File: src/rtl/duty_cycle_multi_meter.sv
// Multi-channel duty-cycle / frequency meter.
// Each asynchronous input is synchronised. Over a fixed window of WINDOW clock
// cycles the block counts high samples and rising edges per channel. At the
// end of each window it publishes the counts with a one-cycle valid strobe.
module duty_cycle_multi_meter #(
  parameter int unsigned CHANNELS    = 4,
  parameter int unsigned WINDOW      = 65536,
  parameter int unsigned VALUE_W     = 17,
  parameter int unsigned EDGE_W      = 12,
  parameter int unsigned SYNC_STAGES = 2
) (
  input  logic                        clk,
  input  logic                        reset,
  input  logic                        enable,
  input  logic [CHANNELS-1:0]         ring_in,
  output logic [CHANNELS*VALUE_W-1:0] high_count,
  output logic [CHANNELS*EDGE_W-1:0]  edge_count,
  output logic [CHANNELS-1:0]         stuck,
  output logic                        valid,
  output logic                        busy
);

  localparam int unsigned          ARM_W    = (SYNC_STAGES > 2) ? $clog2(SYNC_STAGES) : 1;
  localparam logic [ARM_W-1:0]     ARM_LAST = ARM_W'(SYNC_STAGES - 1);
  localparam logic [VALUE_W-1:0]   WIN_LAST = VALUE_W'(WINDOW - 1);

  typedef enum logic [1:0] {
    ST_IDLE,
    ST_ARM,
    ST_MEASURE
  } state_e;

  state_e state_q, state_d;

  logic [CHANNELS-1:0] sync_q [SYNC_STAGES];
  logic [CHANNELS-1:0] s;

  logic [ARM_W-1:0]    arm_cnt_q, arm_cnt_d;
  logic [VALUE_W-1:0]  win_cnt_q, win_cnt_d;
  logic [CHANNELS-1:0] prev_q, prev_d;

  logic [VALUE_W-1:0]  hc_q      [CHANNELS];
  logic [VALUE_W-1:0]  hc_d      [CHANNELS];
  logic [VALUE_W-1:0]  hc_inc    [CHANNELS];
  logic [VALUE_W-1:0]  hc_snap_q [CHANNELS];
  logic [VALUE_W-1:0]  hc_snap_d [CHANNELS];

  logic [EDGE_W-1:0]   ec_q      [CHANNELS];
  logic [EDGE_W-1:0]   ec_d      [CHANNELS];
  logic [EDGE_W-1:0]   ec_inc    [CHANNELS];
  logic [EDGE_W-1:0]   ec_snap_q [CHANNELS];
  logic [EDGE_W-1:0]   ec_snap_d [CHANNELS];

  logic [CHANNELS-1:0] stuck_q, stuck_d;
  logic                valid_q, valid_d;

  logic                measuring;
  logic                arm_done;
  logic                win_end;

  // Synchroniser chain per channel; s is the last stage.
  always_ff @(posedge clk or negedge reset) begin
    if (!reset) begin
      for (int unsigned k = 0; k < SYNC_STAGES; k++) begin
        sync_q[k] <= '0;
      end
    end else begin
      sync_q[0] <= ring_in;
      for (int unsigned k = 1; k < SYNC_STAGES; k++) begin
        sync_q[k] <= sync_q[k-1];
      end
    end
  end

  assign s = sync_q[SYNC_STAGES-1];

  // FSM state register.
  always_ff @(posedge clk or negedge reset) begin
    if (!reset) begin
      state_q <= ST_IDLE;
    end else begin
      state_q <= state_d;
    end
  end

  // FSM next state: enable low from ARM or MEASURE aborts back to IDLE.
  always_comb begin
    state_d = state_q;
    unique case (state_q)
      ST_IDLE: begin
        if (enable) state_d = ST_ARM;
      end
      ST_ARM: begin
        if (!enable)                     state_d = ST_IDLE;
        else if (arm_cnt_q == ARM_LAST)  state_d = ST_MEASURE;
      end
      ST_MEASURE: begin
        if (!enable) state_d = ST_IDLE;
      end
      default: state_d = ST_IDLE;
    endcase
  end

  // FSM outputs decoded from the state register only.
  always_comb begin
    busy      = 1'b0;
    measuring = 1'b0;
    arm_done  = 1'b0;
    unique case (state_q)
      ST_ARM: begin
        busy     = 1'b1;
        arm_done = (arm_cnt_q == ARM_LAST);
      end
      ST_MEASURE: begin
        busy      = 1'b1;
        measuring = 1'b1;
      end
      default: ;
    endcase
  end

  // Window timing and edge-detect history. A window that completes while
  // enable falls is still published because win_end ignores enable.
  always_comb begin
    win_end   = measuring && (win_cnt_q == WIN_LAST);
    arm_cnt_d = (state_q == ST_ARM) ? arm_cnt_q + ARM_W'(1) : '0;
    win_cnt_d = (measuring && !win_end) ? win_cnt_q + VALUE_W'(1) : '0;
    prev_d    = (measuring || arm_done) ? s : prev_q;
    valid_d   = win_end;
  end

  // Saturating per-channel increments including the current sample.
  always_comb begin
    for (int unsigned i = 0; i < CHANNELS; i++) begin
      hc_inc[i] = (s[i] && (hc_q[i] != '1)) ? hc_q[i] + VALUE_W'(1) : hc_q[i];
      ec_inc[i] = (s[i] && !prev_q[i] && (ec_q[i] != '1)) ? ec_q[i] + EDGE_W'(1) : ec_q[i];
    end
  end

  // Working counters and snapshots. At window end the final sample goes into
  // the snapshot and the working counters restart from zero, so the sample of
  // the following cycle opens the next window with nothing dropped.
  always_comb begin
    stuck_d = stuck_q;
    for (int unsigned i = 0; i < CHANNELS; i++) begin
      hc_d[i]      = (measuring && !win_end) ? hc_inc[i] : '0;
      ec_d[i]      = (measuring && !win_end) ? ec_inc[i] : '0;
      hc_snap_d[i] = hc_snap_q[i];
      ec_snap_d[i] = ec_snap_q[i];
      if (win_end) begin
        hc_snap_d[i] = hc_inc[i];
        ec_snap_d[i] = ec_inc[i];
        stuck_d[i]   = (ec_inc[i] == '0);
      end
    end
  end

  // Control registers.
  always_ff @(posedge clk or negedge reset) begin
    if (!reset) begin
      arm_cnt_q <= '0;
      win_cnt_q <= '0;
      prev_q    <= '0;
      stuck_q   <= '0;
      valid_q   <= 1'b0;
    end else begin
      arm_cnt_q <= arm_cnt_d;
      win_cnt_q <= win_cnt_d;
      prev_q    <= prev_d;
      stuck_q   <= stuck_d;
      valid_q   <= valid_d;
    end
  end

  // Per-channel counter and snapshot registers.
  always_ff @(posedge clk or negedge reset) begin
    if (!reset) begin
      for (int unsigned i = 0; i < CHANNELS; i++) begin
        hc_q[i]      <= '0;
        ec_q[i]      <= '0;
        hc_snap_q[i] <= '0;
        ec_snap_q[i] <= '0;
      end
    end else begin
      for (int unsigned i = 0; i < CHANNELS; i++) begin
        hc_q[i]      <= hc_d[i];
        ec_q[i]      <= ec_d[i];
        hc_snap_q[i] <= hc_snap_d[i];
        ec_snap_q[i] <= ec_snap_d[i];
      end
    end
  end

  // Pack snapshot registers onto the output buses.
  always_comb begin
    high_count = '0;
    edge_count = '0;
    for (int unsigned i = 0; i < CHANNELS; i++) begin
      high_count[i*VALUE_W +: VALUE_W] = hc_snap_q[i];
      edge_count[i*EDGE_W +: EDGE_W]   = ec_snap_q[i];
    end
  end

  assign stuck = stuck_q;
  assign valid = valid_q;

endmodule

File: config.mk
export PLATFORM = sky130hd
export DESIGN_NAME = duty_cycle_multi_meter
export DESIGN_NICKNAME = d
export VERILOG_FILES = /design/src/rtl/duty_cycle_multi_meter.sv
export SDC_FILE = /design/constraint.sdc
export NUM_CORES = 1
export LEC_CHECK = 0
export ABC_AREA = 1
export CELL_PAD_IN_SITES_DETAIL_PLACEMENT = 0
export CELL_PAD_IN_SITES_GLOBAL_PLACEMENT = 1
export CORE_AREA = 2 2 169 171
export DETAILED_ROUTE_END_ITERATION = 8
export DIE_AREA = 0 0 171 173
export PLACE_DENSITY_LB_ADDON = 0.05
export SYNTH_ARGS = -nofsm -noshare
export SYNTH_HDL_FRONTEND = slang
export SYNTH_SLANG_ARGS = --single-unit
File: constraint.sdc
create_clock -name clk -period 6.3 [get_ports clk]
set_clock_uncertainty 0.15 [all_clocks]
set_input_delay 1.26 -clock clk [delete_from_list [all_inputs] [get_ports clk]]
set_output_delay 1.26 -clock clk [all_outputs]
set_load 0.005 [all_outputs]
==> out/metrics.csv, run 1 <==
stage;metric;value;unit
sta;Hold Slack;0.197;ns
synth;Top logic family;simple AND/OR/NAND/NOR gates;
run_status;status;completed;
worst_setup_path;reg2reg end;ec_q[35];
cells_and_area;Largest area class, layout;flip-flops and latches;
worst_setup_path;critical path capture point type;flip-flop;
hold_path;Hold Path Depth;0;
global_routing;M3 GR Usage;0.0275;
synth;chip area in the Yosys report;12300;um^2
cells_and_area;combinational share of cell area;0.330;
sta;RSZ-0062 raised after global routing;false;
routing;M1 WL;13.5;mm
routing;Vias/cell;4.81;
worst_setup_path;crit path capture;ec_q[35];
clocking;Clock transition at path regs;0.06;ns
worst_setup_path;Worst Path Max Fanout;90;
global_routing;pin count of the biggest net entering global routing;164;
floorplanning;chip area;29600;um^2
synth;Synth Seq Share;0.545;
worst_setup_path;worst reg-to-reg path cell count;15;
global_routing;global route hottest layer;met2;
cells_and_area;sequential cell area;6730;um^2
synth;Simple Share, Synth;0.261;
cells_and_area;most common logic cells in the final layout;330 x nand2_1, 269 x dfrtp_1, 178 x nor2_1, 127 x clkdlybuf4s50_1, 113 x inv_1;
sta;Slew Viols, Final;0;
synth;yosys warns;0;
global_routing;vias in the first global route;9117;
cells_and_area;FF+latch count;269;
hold_path;HP Start;sync_q[6];
worst_setup_path;Worst setup SP type;flip-flop;
synth;Complex Gates by Area;0.0626;
placed_design;Place WS;2.62;ns
synth;Synth flops;269;
cells_and_area;post-layout util;0.545;
worst_setup_path;WS Path Type;flip-flop to flip-flop;
power_and_ir_drop;Sw Pwr;996;uW
power_and_ir_drop;Comb pwr share;0.092;
sta;endpoints failing hold;0;
clocking;clk latency late pin;0.55;ns
flow_run;Max Cap Viol;0;
worst_setup_path;Worst EP required;6.57;ns
hold_path;Hold Path Class;flip-flop to flip-flop;
worst_setup_path;CP peak stage delay;0.71;ns
clocking;Max clock buf depth;3;
sta;Final WS setup;2.69;ns
routing;DRT Pass-1 Iters;4;
sta;Fin Setup TNS;0;ns
cells_and_area;post-route cell area;15100;um^2
power_and_ir_drop;sequential share of power;0.443;
placed_design;Placer Congestion;0.805;
cells_and_area;Comb gate area;4970;um^2
floorplanning;FP Core Util;0.447;
floorplanning;tap cells;378;
worst_setup_path;Slowest-stage cell, CP;inv_4;
clocking;CTS tree;yes;
global_routing;initial antenna violation count;0;
clocking;PostCTS Resize Cnt;0;
clocking;# hold bufs at CTS;0;
floorplanning;CORE AREA;27600;um^2
clocking;post-CTS setup buffers;0;
cells_and_area;layout cells sized above 1;0.0856;
routing;1st-iter DRT viols;503;
synth;mean post-synth cell area;8.91;um^2
synth;Yosys Instances;1386;
placed_design;HPWL after DPL;18.2;mm
power_and_ir_drop;comb pwr;373;uW
worst_setup_path;Crit path top cell by count;nand2_1;
cells_and_area;number of non-clock inverters;122;
worst_setup_path;Worst R2R Setup Slack;2.69;ns
synth;mux cell area share after synthesis;0.00649;
power_and_ir_drop;Final Total Pwr;4040;uW
routing;Routed Antenna Nets;0;
synth;Synth Area in Adders;0.0172;
worst_setup_path;R2R Path Start;win_cnt_q[0];
floorplanning;Chip Width;171;um
sta;Tightest Pin Transition;0.991;ns
-- run 1: flip-flops by register name, summed over array words and instances, names as in the netlist --
name,flops
s,4
win_cnt_q,17
edge_count,48
high_count,68
state_q,2
prev_q,4
stuck,4
hc_q,68
arm_cnt_q,1
ec_q,48
sync_q,4
valid,1
-- run 1: synthesized netlist by cell type, drive strengths merged (8+ instances only) --
master	count	area share
a21oi	15	0.0064
buf	14	0.0069
clkbuf	28	0.0085
dfrtp	269	0.55
ha	17	0.017
inv	121	0.037
mux2i	8	0.0065
nand2	347	0.11
nand3	78	0.038
nand3b	12	0.0086
nand4	28	0.014
nor2	205	0.071
nor3	22	0.013
o21ai	122	0.050
xnor2	29	0.021
xor2	48	0.035
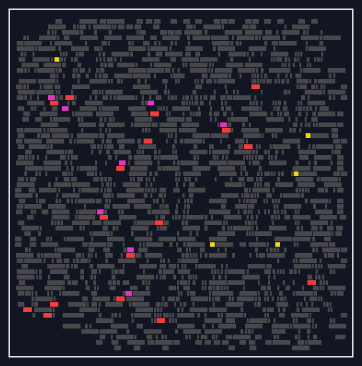
Figure 1: run 1, gate families picked out.
Drawn at 2 px/um.
Red marks fa/ha/maj cells, cells 17, most used ha_1. Magenta marks mux cells, cells 8, most used mux2i_1. Yellow marks non-inverting ao/oa cells, cells 5, most used o21a_1.

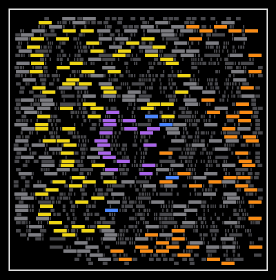
Figure 2: run 1, register map, names as in the netlist.
Drawn at 1.5 px/um. Other sequential cells in the stronger grey, the rest of the logic in the fainter grey.
Blue marks prev_q, sequential cells 4, where centre. Orange marks edge_count, sequential cells 48. Yellow marks hc_q, sequential cells 68. Purple marks win_cnt_q, sequential cells 17, where centre.
Another 132 sequential cells are not coloured.

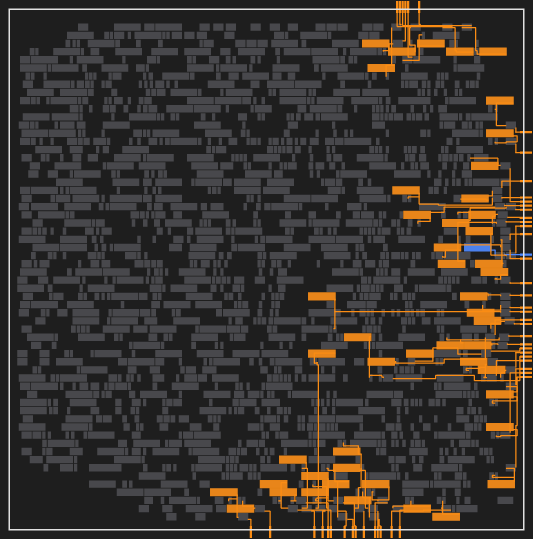
Figure 3: run 1, nets reached from selected ports.
Drawn at 3 px/um.
Blue marks valid, bits 1, direction output, edge east, end cells 1, buffers 1, wire 9.30 um. Orange marks edge_count, bits 48, direction output, edge 27 east, 15 south, 6 north, end cells 48, buffers 48, wire 1360 um.
I/O Pins: 129
# port buffers: 128

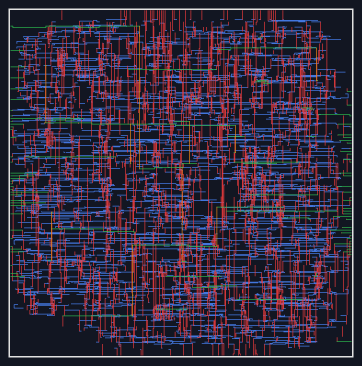
Figure 4: run 1, signal wires by layer.
Drawn at 2 px/um.
Blue marks M1, wire length 13500 um. Red marks M2, wire length 12000 um. Orange marks M4, wire length 299 um. Green marks M3, wire length 1160 um.
final WL: 27.0 mm
routed len/inst: 14.1 um
GRT Resource Usage Total: 0.190
Vias: 9181

Figure 5. Clock wiring as the flow saved it (run 1).
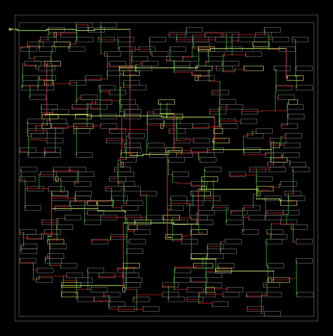

==> run 2, diff against run 1 <==
Settings changed: CORE_AREA 2 2 169 171 to 2 2 173 175, DIE_AREA 0 0 171 173 to 0 0 175 177.
Clock period 6.3 ns to 3.5 ns, I/O delays scaled along.
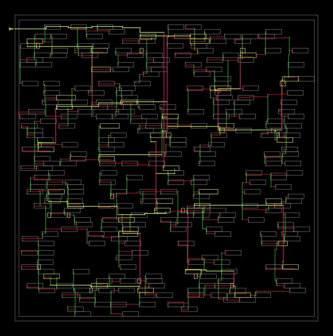
Figure 6: run 2, clock wiring as the flow saved it.
Clock Buffer Count: 36
TritonCTS buffer count: 30
FF+latch count: 269

==> out/metrics.csv, run 2 <==
stage;metric;value;unit;change
worst_setup_path;Slowest-stage cell, CP;nor2_1;;was inv_4
floorplanning;Chip Width;175;um;was 171 um
synth;most frequent cell after synthesis;nand2_1;;unchanged
worst_setup_path;Worst R2R Setup Slack;0.50;ns;was 2.69 ns
synth;mean post-synth cell area;8.91;um^2;unchanged
worst_setup_path;Worst setup SP type;flip-flop;;unchanged
worst_setup_path;Worst EP required;3.80;ns;was 6.57 ns
worst_setup_path;Worst Path Max Fanout;29;;was 90
placed_design;Placer Congestion;0.799;;was 0.805
global_routing;vias in the first global route;9282;;was 9117
routing;final WL;27.4;mm;was 27.0 mm
sta;Hold Slack;-0.0160;ns;was 0.197 ns
power_and_ir_drop;Final Total Pwr;7300;uW;was 4040 uW
routing;Routed Antenna Nets;0;;unchanged
sta;endpoints failing hold;4;;was 0
synth;Complex Gates by Area;0.0626;;unchanged
sta;Final WS setup;0.501;ns;was 2.69 ns
clocking;PostCTS Resize Cnt;0;;unchanged
worst_setup_path;R2R Path Start;win_cnt_q[0];;unchanged
worst_setup_path;Levels on crit path;14;;was 15
synth;chip area in the Yosys report;12300;um^2;unchanged
cells_and_area;post-layout util;0.518;;was 0.545
floorplanning;# rows;63;;was 61
routing;1st-iter DRT viols;463;;was 503
global_routing;met2 GRT Util;0.297;;was 0.294
synth;Synth Seq Share;0.545;;unchanged
floorplanning;CORE AREA;29200;um^2;was 27600 um^2
run_status;status;finished, violations left;;was completed
routing;DR top layer;met4;;unchanged
synth;Yosys Instances;1386;;unchanged
hold_path;Hold Path Class;input pin to async pin;;was flip-flop to flip-flop
worst_setup_path;WS Path Type;flip-flop to flip-flop;;unchanged
worst_setup_path;worst reg-to-reg path cell count;14;;was 15
routing;M1 WL;13.4;mm;was 13.5 mm
floorplanning;chip area;31000;um^2;was 29600 um^2
global_routing;gr ovfl total;0;;unchanged
run_status;failing checks;hold timing;;
cells_and_area;most common logic cells in the final layout;330 x nand2_1, 269 x dfrtp_1, 178 x nor2_1, 127 x clkdlybuf4s50_1, 113 x inv_1;;unchanged
synth;synth cell count leaders;331 x nand2_1, 269 x dfrtp_1, 178 x nor2_1, 114 x inv_1, 112 x o21ai_0;;unchanged
synth;Mapped Cells;1386;;unchanged
floorplanning;I/O Pins;129;;unchanged
clocking;Max clock buf depth;3;;unchanged
global_routing;global route hottest layer;met2;;unchanged
synth;Synth flops;269;;unchanged
synth;yosys warns;0;;unchanged
synth;Simple Share, Synth;0.261;;unchanged
synth;area leader, netlist;dfrtp_1;;unchanged
routing;routed len/inst;14.2;um;was 14.1 um
worst_setup_path;CP peak stage delay;0.73;ns;was 0.71 ns
global_routing;M3 GR Usage;0.0290;;was 0.0275
worst_setup_path;CP Cell Sequence;ha_1 > nand2_1 > inv_1 > nand2_1 > nor3_2 > nand2_1 > inv_1 > nand4_1 > nor3b_1 > ha_1 > nor2_1 > inv_4 > buf_4 > a211oi_1;;was ha_1 > nand2_1 > inv_1 > nand2_1 > nor3_2 > nand2_1 > inv_1 > nand4_1 > nor3b_1 > ha_1 > nor2_1 > buf_4 > inv_4 > buf_4 > nor2_1
clocking;clk latency late pin;0.56;ns;was 0.55 ns
synth;xor+xnor area frac;0.0552;;unchanged
global_routing;pin count of the biggest net entering global routing;133;;was 164
worst_setup_path;Buf+Inv Stages, Crit Path;4;;was 5
worst_setup_path;crit path capture;win_cnt_q[11];;was ec_q[35]
floorplanning;FP Core Util;0.422;;was 0.447
sta;RSZ-0062 raised after global routing;false;;unchanged
synth;mux cell area share after synthesis;0.00649;;unchanged
synth;Area leader share;0.545;;unchanged
routing;Vias;9212;;was 9181
sta;Tightest Pin Transition;0.930;ns;was 0.991 ns
routing;WL met3;1.01;mm;was 1.16 mm
synth;Synth Area in Adders;0.0172;;unchanged
clocking;Clock transition at path regs;0.06;ns;about the same
worst_setup_path;delay-heaviest family, CP;simple AND/OR/NAND/NOR gates;;was buffers and inverters
routing;DRT Pass-1 Iters;5;;was 4
synth;flip-flops with a built-in enable;0;;unchanged
sta;Slew Viols, Final;0;;unchanged
clocking;# hold bufs at CTS;0;;unchanged
cells_and_area;fin nets;1539;;was 1534
routing;Vias/cell;4.78;;was 4.81
sta;Fin Setup TNS;0;ns;unchanged
worst_setup_path;reg2reg end;win_cnt_q[11];;was ec_q[35]
placed_design;# port buffers;128;;unchanged
global_routing;initial antenna violation count;0;;unchanged
clocking;post-CTS setup buffers;0;;unchanged
cells_and_area;post-route cell area;15200;um^2;was 15100 um^2
clocking;Clock Tree Root;clkbuf_16;;unchanged
synth;Top logic family;simple AND/OR/NAND/NOR gates;;unchanged
placed_design;HPWL after DPL;19.1;mm;was 18.2 mm
synth;ranking of synthesized cells by area;dfrtp_1 55%, nand2_1 10%, nor2_1 5.4%, o21ai_0 4.5%, inv_1 3.5%;;unchanged
synth;syn_nets;1410;;unchanged
cells_and_area;layout cells sized above 1;0.0910;;was 0.0856
flow_run;tally of OpenROAD warnings;30;;unchanged
global_routing;GRT Resource Usage Total;0.184;;was 0.190
clocking;CTS tree;yes;;unchanged
flow_run;Max Cap Viol;0;;unchanged
worst_setup_path;critical path capture point type;flip-flop;;unchanged
placed_design;Place WS;0.492;ns;was 2.62 ns
worst_setup_path;Crit path top cell by count;nand2_1;;unchanged
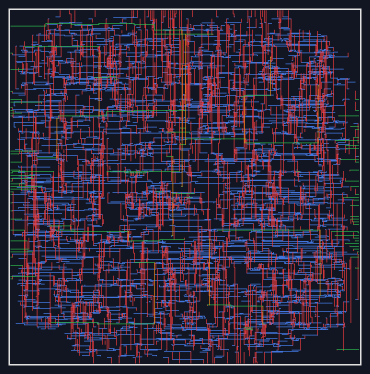
Figure 7: run 2, signal wires by layer.
Drawn at 2 px/um.
Blue marks M1, wire length 13400 um. Green marks M3, wire length 1010 um. Orange marks M4, wire length 404 um. Red marks M2, wire length 12500 um.

==> run 2: cell counts after synthesis <==
Identical to the previous run, type by type.
==> run 2: final cells by class <==
cell class,instances,area [um^2],share of cell area
Inverter,122,460,0.0304
Clock buffer,36,805,0.0531
Multi-Input combinational cell,953,4970,0.328
Clock inverter,20,264,0.0174
Tap cell,390,488,0.0322
Timing Repair Buffer,139,1430,0.0945
Sequential cell,269,6730,0.444
==> run 2: cells by family (layout without fill, tap and decap cells) <==
kind of cell    Yosys count  after routing
xor+xnor                 77             77
buf+inv                 164            317
fa+ha+maj                17             17
simple gates            704            704
compound gates          147            147
flops                   269            269
mux                       8              8
==> run 2: power breakdown <==
part           switching, uW  leakage (uW)  internal, uW
Clock                   1290      0.000519          2080
Combinational            525       0.00229           185
Sequential              40.7       0.00373          3180
Power figures rest on the tool's default switching activity, not on a simulated workload.
